### src/rtl/adder_pkg.sv
// -----------------------------------------------------------------------------
// adder_pkg
//   Shared constants and helpers for the pipelined add/subtract unit.
//   - DEFAULT_WIDTH / DEFAULT_CHUNK : default operand width and bits per stage
//   - calc_stages()                 : number of pipeline stages (= latency)
//   - chunking_ok()                 : legality of a WIDTH/CHUNK pair, used to
//                                     stop elaboration on a bad combination
// -----------------------------------------------------------------------------
package adder_pkg;

    localparam int DEFAULT_WIDTH = 16;
    localparam int DEFAULT_CHUNK = 4;

    // One register stage per CHUNK-bit slice of the carry chain.
    function automatic int calc_stages(input int width, input int chunk);
        return width / chunk;
    endfunction

    // The slices must tile the operand exactly; a partial top slice would
    // leave the MSB carry (and therefore co/ovf) in the wrong place.
    function automatic bit chunking_ok(input int width, input int chunk);
        return (chunk > 0) && (width >= chunk) && ((width % chunk) == 0);
    endfunction

endpackage : adder_pkg

### src/rtl/chunk_adder.sv
// -----------------------------------------------------------------------------
// chunk_adder
//   Combinational CHUNK-bit ripple-carry adder: one slice of the pipelined
//   carry chain.
//   Ports:
//     a, b  in  CHUNK  addends (b is already inverted for subtraction)
//     ci    in  1      carry into bit 0 of the slice
//     s     out CHUNK  slice sum
//     co    out 1      carry out of the slice MSB
//     cim   out 1      carry into the slice MSB (signed overflow needs it)
// -----------------------------------------------------------------------------
module chunk_adder
    import adder_pkg::*;
#(
    parameter int CHUNK = DEFAULT_CHUNK
) (
    input  logic [CHUNK-1:0] a,
    input  logic [CHUNK-1:0] b,
    input  logic             ci,
    output logic [CHUNK-1:0] s,
    output logic             co,
    output logic             cim
);

    // c[i] is the carry into bit i; c[CHUNK] is the carry out of the slice.
    logic [CHUNK:0] c;

    always_comb begin
        // NOTE: every bit of s and c is assigned on every pass through this
        // block (defaults first, then the ripple), so no latch can be inferred.
        s = '0;
        c = '0;
        c[0] = ci;
        for (int i = 0; i < CHUNK; i++) begin
            s[i]   = a[i] ^ b[i] ^ c[i];
            c[i+1] = (a[i] & b[i]) | (a[i] & c[i]) | (b[i] & c[i]);
        end
    end

    assign co  = c[CHUNK];
    assign cim = c[CHUNK-1];

endmodule : chunk_adder

### src/rtl/pipelined_adder.sv
// -----------------------------------------------------------------------------
// pipelined_adder
//   WIDTH-bit add/subtract unit whose carry chain is cut into CHUNK-bit
//   slices, one register stage per slice. Issue rate is one operation per
//   cycle; latency is WIDTH/CHUNK cycles. Valid/ready on both sides, with a
//   global stall when the consumer holds off a presented result.
//   Ports:
//     clk        in  1      rising-edge clock
//     rst_n      in  1      asynchronous active-low reset
//     in_valid   in  1      operands present
//     in_ready   out 1      operands accepted this cycle (= not stalled)
//     a, b       in  WIDTH  operands (unsigned or two's complement)
//     ci         in  1      carry-in (add) / borrow-in (sub)
//     sub        in  1      0: a+b+ci, 1: a-b-ci
//     out_valid  out 1      result present
//     out_ready  in  1      consumer accepts the result
//     sum        out WIDTH  result modulo 2^WIDTH
//     co         out 1      carry out; in subtract mode 1 means "no borrow"
//     ovf        out 1      signed overflow
// -----------------------------------------------------------------------------
module pipelined_adder
    import adder_pkg::*;
#(
    parameter int WIDTH = DEFAULT_WIDTH,
    parameter int CHUNK = DEFAULT_CHUNK
) (
    input  logic             clk,
    input  logic             rst_n,
    input  logic             in_valid,
    output logic             in_ready,
    input  logic [WIDTH-1:0] a,
    input  logic [WIDTH-1:0] b,
    input  logic             ci,
    input  logic             sub,
    output logic             out_valid,
    input  logic             out_ready,
    output logic [WIDTH-1:0] sum,
    output logic             co,
    output logic             ovf
);

    localparam int STAGES = calc_stages(WIDTH, CHUNK);

    if (!chunking_ok(WIDTH, CHUNK)) begin : g_bad_chunking
        $error("pipelined_adder: WIDTH (%0d) must be a positive multiple of CHUNK (%0d)",
               WIDTH, CHUNK);
    end

    // Subtraction is a + ~b + 1; a borrow-in removes that +1, hence ci ^ sub.
    logic [WIDTH-1:0] b_eff;
    logic             c_eff;
    logic             stall;
    logic             advance;

    assign b_eff = b ^ {WIDTH{sub}};
    assign c_eff = ci ^ sub;

    // A result waiting on the consumer freezes the whole pipe, bubbles
    // included, so the presented result cannot change underneath it.
    assign stall    = out_valid & ~out_ready;
    assign advance  = ~stall;
    assign in_ready = advance;

    // -------------------------------------------------------------------------
    // Skewed pipeline. Stage k adds slice k. Its registers carry:
    //   sum_q      : sum bits [0 +: (k+1)*CHUNK], complete so far
    //   carry_q    : carry out of slice k
    //   a/b_pend_q : operand bits not yet added (absent in the last stage)
    //   valid_q    : the stage holds a real operation rather than a bubble
    // Each stage only stores what is still live, so register widths change
    // from stage to stage.
    // -------------------------------------------------------------------------
    for (genvar k = 0; k < STAGES; k++) begin : g_stage
        localparam int DONE_W = (k + 1) * CHUNK;
        localparam int PEND_W = WIDTH - DONE_W;

        logic [CHUNK-1:0]  a_chunk;
        logic [CHUNK-1:0]  b_chunk;
        logic [CHUNK-1:0]  s_chunk;
        logic              c_in;
        logic              c_out;
        logic              c_msb;

        logic              valid_d;
        logic              carry_d;
        logic [DONE_W-1:0] sum_d;

        logic              valid_q;
        logic              carry_q;
        logic [DONE_W-1:0] sum_q;

        if (k == 0) begin : g_src
            assign a_chunk = a[CHUNK-1:0];
            assign b_chunk = b_eff[CHUNK-1:0];
            assign c_in    = c_eff;
            assign valid_d = in_valid;
            assign sum_d   = s_chunk;
        end else begin : g_src
            assign a_chunk = g_stage[k-1].g_pend.a_pend_q[CHUNK-1:0];
            assign b_chunk = g_stage[k-1].g_pend.b_pend_q[CHUNK-1:0];
            assign c_in    = g_stage[k-1].carry_q;
            assign valid_d = g_stage[k-1].valid_q;
            // Lower sum slices ride along with their operation.
            assign sum_d   = {s_chunk, g_stage[k-1].sum_q};
        end

        chunk_adder #(
            .CHUNK (CHUNK)
        ) u_chunk_adder (
            .a   (a_chunk),
            .b   (b_chunk),
            .ci  (c_in),
            .s   (s_chunk),
            .co  (c_out),
            .cim (c_msb)
        );

        assign carry_d = c_out;

        always_ff @(posedge clk or negedge rst_n) begin
            if (!rst_n) begin
                // NOTE: the data registers are reset along with the valid bits
                // so that sum/co read 0 straight out of reset.
                valid_q <= 1'b0;
                carry_q <= 1'b0;
                sum_q   <= '0;
            end else if (advance) begin
                // NOTE: state updates use non-blocking assignments, so every
                // stage samples its neighbour's pre-edge value and the skew
                // between stages is preserved.
                valid_q <= valid_d;
                carry_q <= carry_d;
                sum_q   <= sum_d;
            end
        end

        // Operand bits still waiting for a later slice, shifted down so the
        // next stage always finds its slice at bit 0.
        if (PEND_W > 0) begin : g_pend
            logic [PEND_W-1:0] a_pend_d;
            logic [PEND_W-1:0] b_pend_d;
            logic [PEND_W-1:0] a_pend_q;
            logic [PEND_W-1:0] b_pend_q;

            if (k == 0) begin : g_pend_src
                assign a_pend_d = a[WIDTH-1:CHUNK];
                assign b_pend_d = b_eff[WIDTH-1:CHUNK];
            end else begin : g_pend_src
                assign a_pend_d = g_stage[k-1].g_pend.a_pend_q[PEND_W+CHUNK-1:CHUNK];
                assign b_pend_d = g_stage[k-1].g_pend.b_pend_q[PEND_W+CHUNK-1:CHUNK];
            end

            always_ff @(posedge clk or negedge rst_n) begin
                if (!rst_n) begin
                    a_pend_q <= '0;
                    b_pend_q <= '0;
                end else if (advance) begin
                    a_pend_q <= a_pend_d;
                    b_pend_q <= b_pend_d;
                end
            end
        end

        // Signed overflow only depends on the carries around the true MSB,
        // which lives in the top slice.
        if (k == STAGES - 1) begin : g_last
            logic ovf_d;
            logic ovf_q;

            assign ovf_d = c_msb ^ c_out;

            always_ff @(posedge clk or negedge rst_n) begin
                if (!rst_n) begin
                    ovf_q <= 1'b0;
                end else if (advance) begin
                    ovf_q <= ovf_d;
                end
            end
        end else begin : g_mid
            logic unused_c_msb;
            assign unused_c_msb = c_msb;
        end
    end

    assign out_valid = g_stage[STAGES-1].valid_q;
    assign sum       = g_stage[STAGES-1].sum_q;
    assign co        = g_stage[STAGES-1].carry_q;
    assign ovf       = g_stage[STAGES-1].g_last.ovf_q;

endmodule : pipelined_adder

### config.mk
export PLATFORM = sky130hd
export DESIGN_NAME = pipelined_adder
export DESIGN_NICKNAME = d
export VERILOG_FILES = /design/src/rtl/adder_pkg.sv /design/src/rtl/chunk_adder.sv /design/src/rtl/pipelined_adder.sv
export SDC_FILE = /design/constraint.sdc
export NUM_CORES = 1
export LEC_CHECK = 0
export CAP_MARGIN = 5
export CORE_MARGIN = 2
export CORE_UTILIZATION = 55
export DETAILED_ROUTE_END_ITERATION = 8
export HOLD_SLACK_MARGIN = 0.08
export PLACE_DENSITY = 0.81
export SYNTH_ARGS = -nofsm -noshare
export SYNTH_HDL_FRONTEND = slang
export SYNTH_SLANG_ARGS = --single-unit
export TNS_END_PERCENT = 5
### constraint.sdc
create_clock -name clk -period 2.4 [get_ports clk]
set_input_delay 0.36 -clock clk [delete_from_list [all_inputs] [get_ports clk]]
set_output_delay 0.36 -clock clk [all_outputs]
set_load 0.1 [all_outputs]
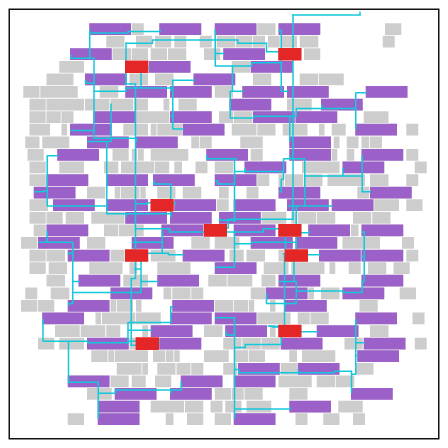
Run 1: clock wires, drivers and flops
legend:
  cyan:
    item: clock wires
    length: 1030 um
  red:
    item: clock-net drivers
    count: 9
  purple:
    item: flip-flops
    count: 97
routed clock nets: 10

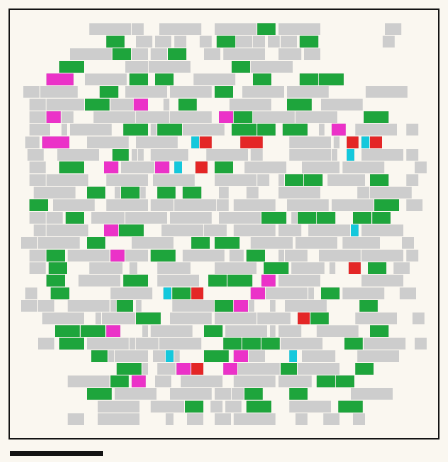
Run 1: gate-type map
The bar under the picture is 20 um long.
legend:
  cyan:
    family: aoi and oai cells
    cells: 8
  magenta:
    family: xor and xnor cells
    cells: 18
  green:
    family: mux cells
    cells: 88
    where: widely spread
  red:
    family: nor cells
    cells: 9

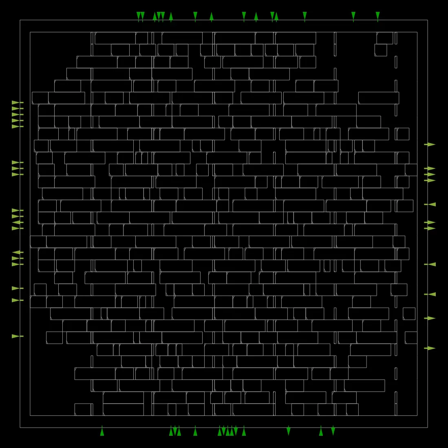
Run 1: placed standard cells
post-layout util: 67.2%
tap cell count: 102
registers: 97
Seq area share: 47.2%
core area: 7650 sq um

==> impl_metrics.yaml, run 1 <==
# physical design summary
clock_tree:
  cts_buffers: 9
  cts_tree: "yes"
  cts_resized: 3
  ctsHoldBuffers: 1
  htree_num_levels: 3
  postCtsSetupRepairBufs: 0
  clockRootBuffer: "clkbuf_8"
  clk_pin_slew_ns: 0.08
  clock_path_buffers: 2
  clock_sinks: 97
  clk_latency_ns: 0.35
yosys:
  synthTopCellsByArea: "dfrtp_1 (56%), mux2_2 (15%), mux2_4 (9.4%)"
  yosysUniqueCellTypes: 16
  adder_share_pct: 7.43
  synthArstFlopShare_pct: 100
  ff_type: "dfrtp_1"
  synthCells: 275
  ys_cells: 275
  syn_avg_cell_area_sq_um: 15.7
  ys.warnings.count: 0
  fp_nets: 329
  ys_seq_share_pct: 56.3
  syn_area_sq_um: 4310
  top_logic_kind: "multiplexers"
  ys_top_cells_by_count: "dfrtp_1 (97), mux2_2 (57), mux2_4 (27), inv_1 (24), fa_1 (16)"
  ys_sh_aoi_pct: 0.929
  ys.flops: 97
  edf_count: 0
  ys_area_sq_um: 4310
  top_area_cell: "dfrtp_1"
  ys_sh_simple_pct: 1.74
  muxShareOfSynthArea_pct: 25.2
  synthMostInstantiatedCell: "dfrtp_1"
  yosys.area.top_type_share_pct: 56.3
route:
  top_layer: "met4"
  drt_iter0_drc: 100
  wl_per_cell_um: 15.3
  ant_nets: 0
  first_pass_iters: 4
  dr_wl_met3_um: 268
  drc_errors: 0
  wl_met2_mm: 3.35
  routed-via-count: 2246
  wl_met1_mm: 3.05
  wl_mm: 6.80
sta:
  fmax_mhz: 438
  setup_viol: 0
  timing.hold.ws_ns: 0.455
  relSlewSlack_pct: 57.5
  min_period_over_period_pct: 95.2
  worst_slack_ns: 0.116
  tns_ns: 0
  hold_viol: 0
  min_period_ns: 2.28
  worst_clock_skew_ns: 0.00896
  worst_pin_slew_ns: 0.638
  drv_slew: 0
  rsz0062_at_grt: "false"
power:
  p_int_mw: 4.21
  power_mw: 7.22
  comb-power_mw: 3.56
  ir_drop_mv: 0.795
  top_power_group: "combinational logic"
  p_leak_nw: 2.33
  seq_power_mw: 2.77
  swShare_pct: 41.7
  pwr-share-seq_pct: 38.4
  cellPowerDensity_nw_per_um2: 1400
  p_clk_share_pct: 12.3
  clock_power_mw: 0.885
  combPwrFrac_pct: 49.4
  switchingPower_mw: 3.01
die:
  die_w_um: 92.5
  io_pins: 58
  die_h_um: 92.5
  rows: 32
  fp_util_pct: 56.3
  die-area_sq_um: 8560
global_routing:
  grt_pass1_wl_mm: 11.8
  grt_max_degree: 52
  gr-total-overflow: 0
  use_met3_pct: 3.66
  met2_usage_pct: 28.6
  antenna_found_initial: 0
  grt_busiest_layer: "met2"
  met1_usage_pct: 24.9
  track_usage_pct: 18.1
  grt_pass1_vias: 2429
min_path:
  hold_class: "reg -> reg"
place:
  dpl_cell_area_sq_um: 4950
  gp_congestion: 0.739
  placed_cells: 429
  place_ws_ns: -0.539
  hpwl_mm: 4.73
  portBuffers: 57
finish:
  final_cell_mix: "dfrtp_1 (97), mux2_2 (57), clkdlybuf4s50_1 (33), mux2_4 (27), buf_4 (27)"
  final_cells: 444
  final_cell_area_sq_um: 5140
  largestRegisters: "g_stage.g_pend.a_pend_q (24), g_stage.g_pend.b_pend_q (24), g_stage.sum_q (24)"
  layout_top_cell: "dfrtp_1"
  drive_above_1_share_pct: 40.4
  num-nets-final: 394
  area_growth_pct: 19.3
  diodes: 0
setup_path:
  end_kind: "flop"
  path_buffers: 4
  max_stage_delay_ns: 0.45
  crit_family: "adder cells"
  worstPathCellList: "clkbuf_2 > buf_6 > xor2_2 > fa_2 > fa_2 > inv_2 > fa_2 > inv_2 > fa_1 > mux2_4"
  cp_data_arrival_time_ns: 2.53
  startpoint_type: "primary input"
  cpMaxStageDelayCell: "fa_1"
  cp_data_required_time_ns: 2.64
  worstSetupPathType: "in -> reg"
flow_run:
  maxCapViolations: 0
outcome:
  status: "finished, final reports clean"
run 1: area by class of cell:
class	count	area, sq um
clock buffers	12	145
fillers	549	2510
repair buffers	67	621
inverters	25	98.8
well taps	102	128
multi-input cells	140	1720
clock inverters	1	5.00
flip-flops and latches	97	2430
run 1: final timing paths:
path	from	end	slack (ns)	cells after the start
max in group asynchronous	rst_n	g_stage[2].sum_q[7]	1.19	3
setup / recovery	sub	g_stage[0].sum_q[3]	0.12	10
setup reg to reg	g_stage[2].g_pend.a_pend_q[0]	ovf	0.15	9
hold / removal	g_stage[2].valid_q	out_valid	0.46	1
hold reg to reg	g_stage[2].valid_q	out_valid	0.46	1
min in group asynchronous	rst_n	sum[14]	0.57	2
==> run 1 -> run 2 <==
- ABC_AREA: not set -> 0
- SLEW_MARGIN: not set -> 0
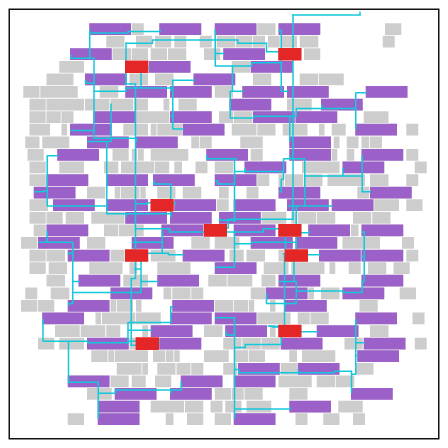
Run 2: clock wires, drivers and flops
legend:
  red:
    item: clock-net drivers
    count: 9
  purple:
    item: flip-flops
    count: 97
  cyan:
    item: clock wires
    length: 1030 um
flops lie: widely spread
routed clock nets: 10

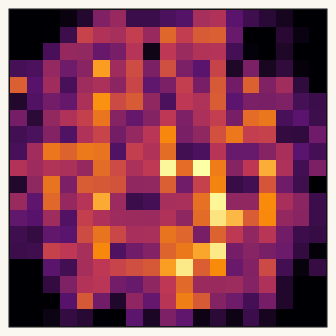
Run 2: wire density map
The die is cut into 19 by 19 equal tiles; black is low, pale yellow is high, scaled to the fullest tile. Values are wire area over tile area, all layers added.
tiles over half the peak: 25%
nearly empty tiles: 11%
fullest tile: 0.35
emptiest ninth of the die: top right
mean over tiles: 0.12

==> run 2 against run 1 <==
Net effect: wire length unchanged; first-iteration DRC count is the same; die area is the same; clock skew unchanged; synthesized area did not move; global-route usage stayed put; sequential power about the same; synthesized cell count is the same; worst setup slack unchanged; via count unchanged; largest cell class unchanged; highest routed layer unchanged.
==> impl_metrics.yaml, run 2 <==
# physical design summary
power:
  p_leak_nw: 2.33
  comb-power_mw: 3.56
  p_int_mw: 4.21
  p_clk_share_pct: 12.3
  clock_power_mw: 0.885
  combPwrFrac_pct: 49.4
  top_power_group: "combinational logic"
  cellPowerDensity_nw_per_um2: 1400
  ir_drop_mv: 0.795
  seq_power_mw: 2.77
  power_mw: 7.22
  swShare_pct: 41.7
  switchingPower_mw: 3.01
setup_path:
  critical_path_depth: 10
  worstPathCellList: "clkbuf_2 > buf_6 > xor2_2 > fa_2 > fa_2 > inv_2 > fa_2 > inv_2 > fa_1 > mux2_4"
  worstSetupPathType: "in -> reg"
  rrSetupSlack_ns: 0.15
  cp_data_arrival_time_ns: 2.53
  startpoint_type: "primary input"
  max_stage_delay_ns: 0.45
  path_buffers: 4
  crit_family: "adder cells"
  worstRegToRegCells: 9
  cp_data_required_time_ns: 2.64
  r2r-end: "ovf"
  endpoint: "g_stage[0].sum_q[3]"
  startpoint: "sub"
  cpMaxStageDelayCell: "fa_1"
route:
  wl_per_cell_um: 15.3
  drt_iter0_drc: 100
  drc_errors: 0
  first_pass_iters: 4
  wl_mm: 6.80
  ant_nets: 0
yosys:
  top_logic_kind: "multiplexers"
  top_area_cell: "dfrtp_1"
  ff_type: "dfrtp_1"
  synthTopCellsByArea: "dfrtp_1 (56%), mux2_2 (15%), mux2_4 (9.4%)"
  yosys.area.top_type_share_pct: 56.3
  ys_cells: 275
  edf_count: 0
  ys.warnings.count: 0
  synthArstFlopShare_pct: 100
  yosysUniqueCellTypes: 16
  ys_top_cells_by_count: "dfrtp_1 (97), mux2_2 (57), mux2_4 (27), inv_1 (24), fa_1 (16)"
  syn_area_sq_um: 4310
  synthCells: 275
  syn_avg_cell_area_sq_um: 15.7
  ys.flops: 97
  ys_sh_aoi_pct: 0.929
  adder_share_pct: 7.43
sta:
  min_period_ns: 2.28
  worst_pin_slew_ns: 0.638
  relSlewSlack_pct: 57.5
  setup_viol: 0
  min_period_over_period_pct: 95.2
  worst_clock_skew_ns: 0.00896
  tns_ns: 0
  timing.hold.ws_ns: 0.455
min_path:
  min_from: "g_stage[2].valid_q"
  hold_class: "reg -> reg"
  min_delay_worst_endpoint: "out_valid"
finish:
  diodes: 0
  final_cells: 444
  seqCellArea_sq_um: 2430
  area_growth_pct: 19.3
  fin_util_pct: 67.2
  layout_top_cell: "dfrtp_1"
  final_cell_mix: "dfrtp_1 (97), mux2_2 (57), clkdlybuf4s50_1 (33), mux2_4 (27), buf_4 (27)"
  num-nets-final: 394
  nFillCells: 549
  drive_above_1_share_pct: 40.4
  largestRegisters: "g_stage.g_pend.a_pend_q (24), g_stage.g_pend.b_pend_q (24), g_stage.sum_q (24)"
  final_cell_area_sq_um: 5140
  logic_area_sq_um: 1720
clock_tree:
  clock_path_buffers: 2
  clk_latency_ns: 0.35
  clockRootBuffer: "clkbuf_8"
  cts_tree: "yes"
  htree_num_levels: 3
  clock_sinks: 97
global_routing:
  grt_pass1_wl_mm: 11.8
  gr-total-overflow: 0
  grt_pass1_vias: 2429
  track_usage_pct: 18.1
  grt_max_degree: 52
place:
  gp_congestion: 0.739
  placed_cells: 429
  dpl_cell_area_sq_um: 4950
  hpwl_mm: 4.73
  portBuffers: 57
die:
  die_h_um: 92.5
  fp_util_pct: 56.3
  die-area_sq_um: 8560
  die_w_um: 92.5
  rows: 32
  core-area_sq_um: 7650
flow_run:
  maxCapViolations: 0
outcome:
  status: "finished, final reports clean"
## run 2: cell counts after synthesis
Identical to the previous run, type by type.
## run 2: layout make-up
cell class                 count  area share [%]
tap                          102            2.48
clock inverter                 1          0.0974
clock buffer                  12            2.82
inverter                      25            1.92
timing repair buffer          67            12.1
sequential                    97            47.2
multi-input combinational    140            33.4
## run 2: per-layer routing
metal	track usage (%)	vias up	share of wire, %
met2	28.6	45	49
met3	3.66	11	3.9
li1	-	1037	-
met1	24.9	1153	45
met4	7.09	0	1.8
met5	0	-	0
## run 2: timing repair
item,4_1_cts,5_1_grt
cloned,0,0
hold endpoints to repair,49,0
hold buffers,1,0
pin swaps,3,4
gates resized,3,9
setup buffers,0,1
setup endpoints to repair,2,2
Power is estimated from default activity; no workload was simulated.
